$ cat src/rtl/fifo_multi.sv
// fifo_multi: CHANNELS independent FIFOs sharing one memory array, one
// write port and one read port, each steered by a per-request channel.
// Ports:
//   clk_i, arst_i            clock, async active-high reset
//   flush_i[CHANNELS]        per-channel synchronous flush
//   data_i, wr_ch_i, wrreq_i write port
//   rd_ch_i, rdreq_i         read port
//   q_o, q_valid_o           read data (showahead or registered)
//   usedw_o                  per-channel fill, (AWIDTH+1) bits each
//   empty_o, full_o, almost_full_o, almost_empty_o  per-channel flags
//   ovf_o, udf_o             sticky error flags, only with FIFO_MULTI_ERR_EN
module fifo_multi #(
  parameter int DWIDTH             = 32,
  parameter int AWIDTH             = 4,
  parameter int CHANNELS           = 4,
  parameter int SHOWAHEAD          = 1,
  parameter int ALMOST_FULL_VALUE  = 12,
  parameter int ALMOST_EMPTY_VALUE = 4
) (
  input  logic                            clk_i,
  input  logic                            arst_i,
  input  logic [CHANNELS-1:0]             flush_i,
  input  logic [DWIDTH-1:0]               data_i,
  input  logic [$clog2(CHANNELS)-1:0]     wr_ch_i,
  input  logic                            wrreq_i,
  input  logic [$clog2(CHANNELS)-1:0]     rd_ch_i,
  input  logic                            rdreq_i,
  output logic [DWIDTH-1:0]               q_o,
  output logic                            q_valid_o,
  output logic [CHANNELS*(AWIDTH+1)-1:0]  usedw_o,
  output logic [CHANNELS-1:0]             empty_o,
  output logic [CHANNELS-1:0]             full_o,
  output logic [CHANNELS-1:0]             almost_full_o,
  output logic [CHANNELS-1:0]             almost_empty_o,
  output logic [CHANNELS-1:0]             ovf_o,
  output logic [CHANNELS-1:0]             udf_o
);

  localparam int CWIDTH = $clog2(CHANNELS);
  localparam int D      = 2 ** AWIDTH;
  localparam int MW     = CWIDTH + AWIDTH;

  logic [DWIDTH-1:0] mem [CHANNELS*D];

  logic [AWIDTH-1:0] wr_ptr [CHANNELS];
  logic [AWIDTH-1:0] rd_ptr [CHANNELS];
  logic [AWIDTH:0]   count  [CHANNELS];

  logic [CHANNELS-1:0] wr_oh;
  logic [CHANNELS-1:0] rd_oh;
  logic [CHANNELS-1:0] wr_go;
  logic [CHANNELS-1:0] rd_go;

  logic [MW-1:0]     wr_addr;
  logic [MW-1:0]     rd_addr;
  logic [DWIDTH-1:0] head;
  logic              head_vld;

  always_comb begin
    wr_oh = '0;
    rd_oh = '0;
    for (int c = 0; c < CHANNELS; c++) begin
      wr_oh[c] = (wr_ch_i == CWIDTH'(c));
      rd_oh[c] = (rd_ch_i == CWIDTH'(c));
    end
  end

  // A flushed channel swallows both requests.
  assign wr_go = wr_oh & ~full_o & ~flush_i
               & {CHANNELS{wrreq_i}};
  assign rd_go = rd_oh & ~empty_o & ~flush_i
               & {CHANNELS{rdreq_i}};

  assign wr_addr = {wr_ch_i, wr_ptr[wr_ch_i]};
  assign rd_addr = {rd_ch_i, rd_ptr[rd_ch_i]};

  always_comb begin
    usedw_o        = '0;
    empty_o        = '0;
    full_o         = '0;
    almost_full_o  = '0;
    almost_empty_o = '0;
    for (int c = 0; c < CHANNELS; c++) begin
      usedw_o[c*(AWIDTH+1) +: AWIDTH+1] = count[c];
      empty_o[c] = (count[c] == '0);
      full_o[c]  = (count[c] == (AWIDTH+1)'(D));
      almost_full_o[c] =
        (int'(count[c]) >= ALMOST_FULL_VALUE);
      almost_empty_o[c] =
        (int'(count[c]) < ALMOST_EMPTY_VALUE);
    end
  end

  always_ff @(posedge clk_i or posedge arst_i) begin
    if (arst_i) begin
      for (int c = 0; c < CHANNELS; c++) begin
        wr_ptr[c] <= '0;
        rd_ptr[c] <= '0;
        count[c]  <= '0;
      end
    end else begin
      for (int c = 0; c < CHANNELS; c++) begin
        if (flush_i[c]) begin
          wr_ptr[c] <= '0;
          rd_ptr[c] <= '0;
          count[c]  <= '0;
        end else begin
          if (wr_go[c])
            wr_ptr[c] <= wr_ptr[c] + 1'b1;
          if (rd_go[c])
            rd_ptr[c] <= rd_ptr[c] + 1'b1;
          if (wr_go[c] && !rd_go[c])
            count[c] <= count[c] + 1'b1;
          else if (!wr_go[c] && rd_go[c])
            count[c] <= count[c] - 1'b1;
        end
      end
    end
  end

  // Storage is not reset; counts alone define what is valid.
  always_ff @(posedge clk_i) begin
    if (|wr_go)
      mem[wr_addr] <= data_i;
  end

  assign head     = mem[rd_addr];
  assign head_vld = |(rd_oh & ~empty_o);

  generate
    if (SHOWAHEAD != 0) begin : g_sa
      // Masked so q_o is 0 out of reset, before memory is written.
      assign q_o       = head_vld ? head : '0;
      assign q_valid_o = head_vld;
    end else begin : g_reg
      always_ff @(posedge clk_i or posedge arst_i) begin
        if (arst_i) begin
          q_o       <= '0;
          q_valid_o <= 1'b0;
        end else begin
          q_valid_o <= |rd_go;
          if (|rd_go)
            q_o <= head;
        end
      end
    end
  endgenerate

`ifdef FIFO_MULTI_ERR_EN
  logic [CHANNELS-1:0] ovf_q;
  logic [CHANNELS-1:0] udf_q;

  // Requests to a flushed channel never raise an error.
  always_ff @(posedge clk_i or posedge arst_i) begin
    if (arst_i) begin
      ovf_q <= '0;
      udf_q <= '0;
    end else begin
      for (int c = 0; c < CHANNELS; c++) begin
        if (flush_i[c]) begin
          ovf_q[c] <= 1'b0;
          udf_q[c] <= 1'b0;
        end else begin
          if (wrreq_i && wr_oh[c] && full_o[c])
            ovf_q[c] <= 1'b1;
          if (rdreq_i && rd_oh[c] && empty_o[c])
            udf_q[c] <= 1'b1;
        end
      end
    end
  end

  assign ovf_o = ovf_q;
  assign udf_o = udf_q;
`else
  assign ovf_o = '0;
  assign udf_o = '0;
`endif

endmodule

$ cat config.mk
export PLATFORM = sky130hd
export DESIGN_NAME = fifo_multi
export DESIGN_NICKNAME = d
export VERILOG_FILES = /design/src/rtl/fifo_multi.sv
export SDC_FILE = /design/constraint.sdc
export NUM_CORES = 2
export LEC_CHECK = 0
export CORE_MARGIN = 2
export CORE_UTILIZATION = 40
export CTS_BUF_LIST = sky130_fd_sc_hd__clkbuf_16
export CTS_CLUSTER_DIAMETER = 30
export DETAILED_ROUTE_END_ITERATION = 6
export PLACE_DENSITY = 0.53
export REMOVE_ABC_BUFFERS = 1
export SETUP_SLACK_MARGIN = 0.1
export SYNTH_ARGS = -nofsm -noshare
export SYNTH_HDL_FRONTEND = slang
export SYNTH_SLANG_ARGS = --single-unit
$ cat constraint.sdc
create_clock -name clk_i -period 6.12 [get_ports clk_i]
set_input_delay 1.53 -clock clk_i [delete_from_list [all_inputs] [get_ports clk_i]]
set_output_delay 1.53 -clock clk_i [all_outputs]
set_load 0.02 [all_outputs]
Zoomed window:
Scale bar: 5 µm. Window x 220 to 240, y 312 to 332 µm. Cells in grey, sequential cells in the stronger grey; small squares are vias.
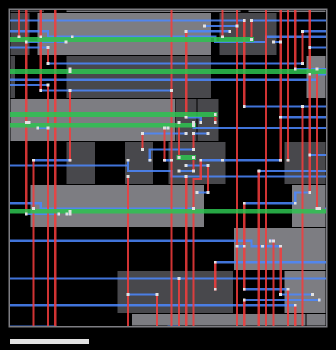
green -> met3
red -> met2
blue -> met1
netlist names of flops here include = mem (4)
sequential cells in the window = 4
cells with their middle in the window = 13
most frequent = edfxtp_1 (4), mux2i_1 (2), nand2_1 (2)

Clock routing:
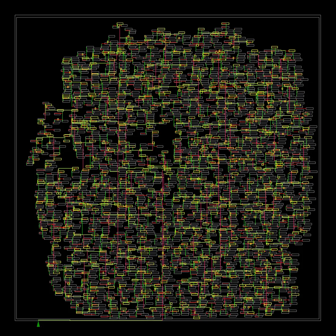
Final Skew: 70.9 ps
Inserted Clock Buffers: 456
P_clk: 0.0238 W
Worst-Skew Late Latency: 980 ps
CTS Sinks: 2,100

==> results.sh <==
# physical design summary
export IMPL_status="complete, no violations"
export IMPL_fp_dieW_um=461
export IMPL_cp_max_fo=6
export IMPL_largest_reg_flops=2048
export IMPL_grt_util_met2=0.367
export IMPL_critPathRequiredTime_ps=4590
export IMPL_synth_area_um2=83400
export IMPL_final_cell_area_um2=109000
export IMPL_ys_sh_aoi=0.0370
export IMPL_placed_cell_area_um2=91800
export IMPL_cts_root_buffer="clkbuf_16"
export IMPL_synthSimpleGateAreaFrac=0.0574
export IMPL_ant_nets=0
export IMPL_netlist_instances=4925
export IMPL_taps=2788
export IMPL_power_leader="clock"
export IMPL_port_buffer_count=112
export IMPL_totalWireLength_um=248000
export IMPL_antenna_cells=4
export IMPL_wire_per_inst_um=27.9
export IMPL_lay_top_cells="2,048 x edfxtp_1, 858 x mux2i_1, 466 x clkbuf_16"
No activity file was given, so power comes from the tool's default toggle rates.
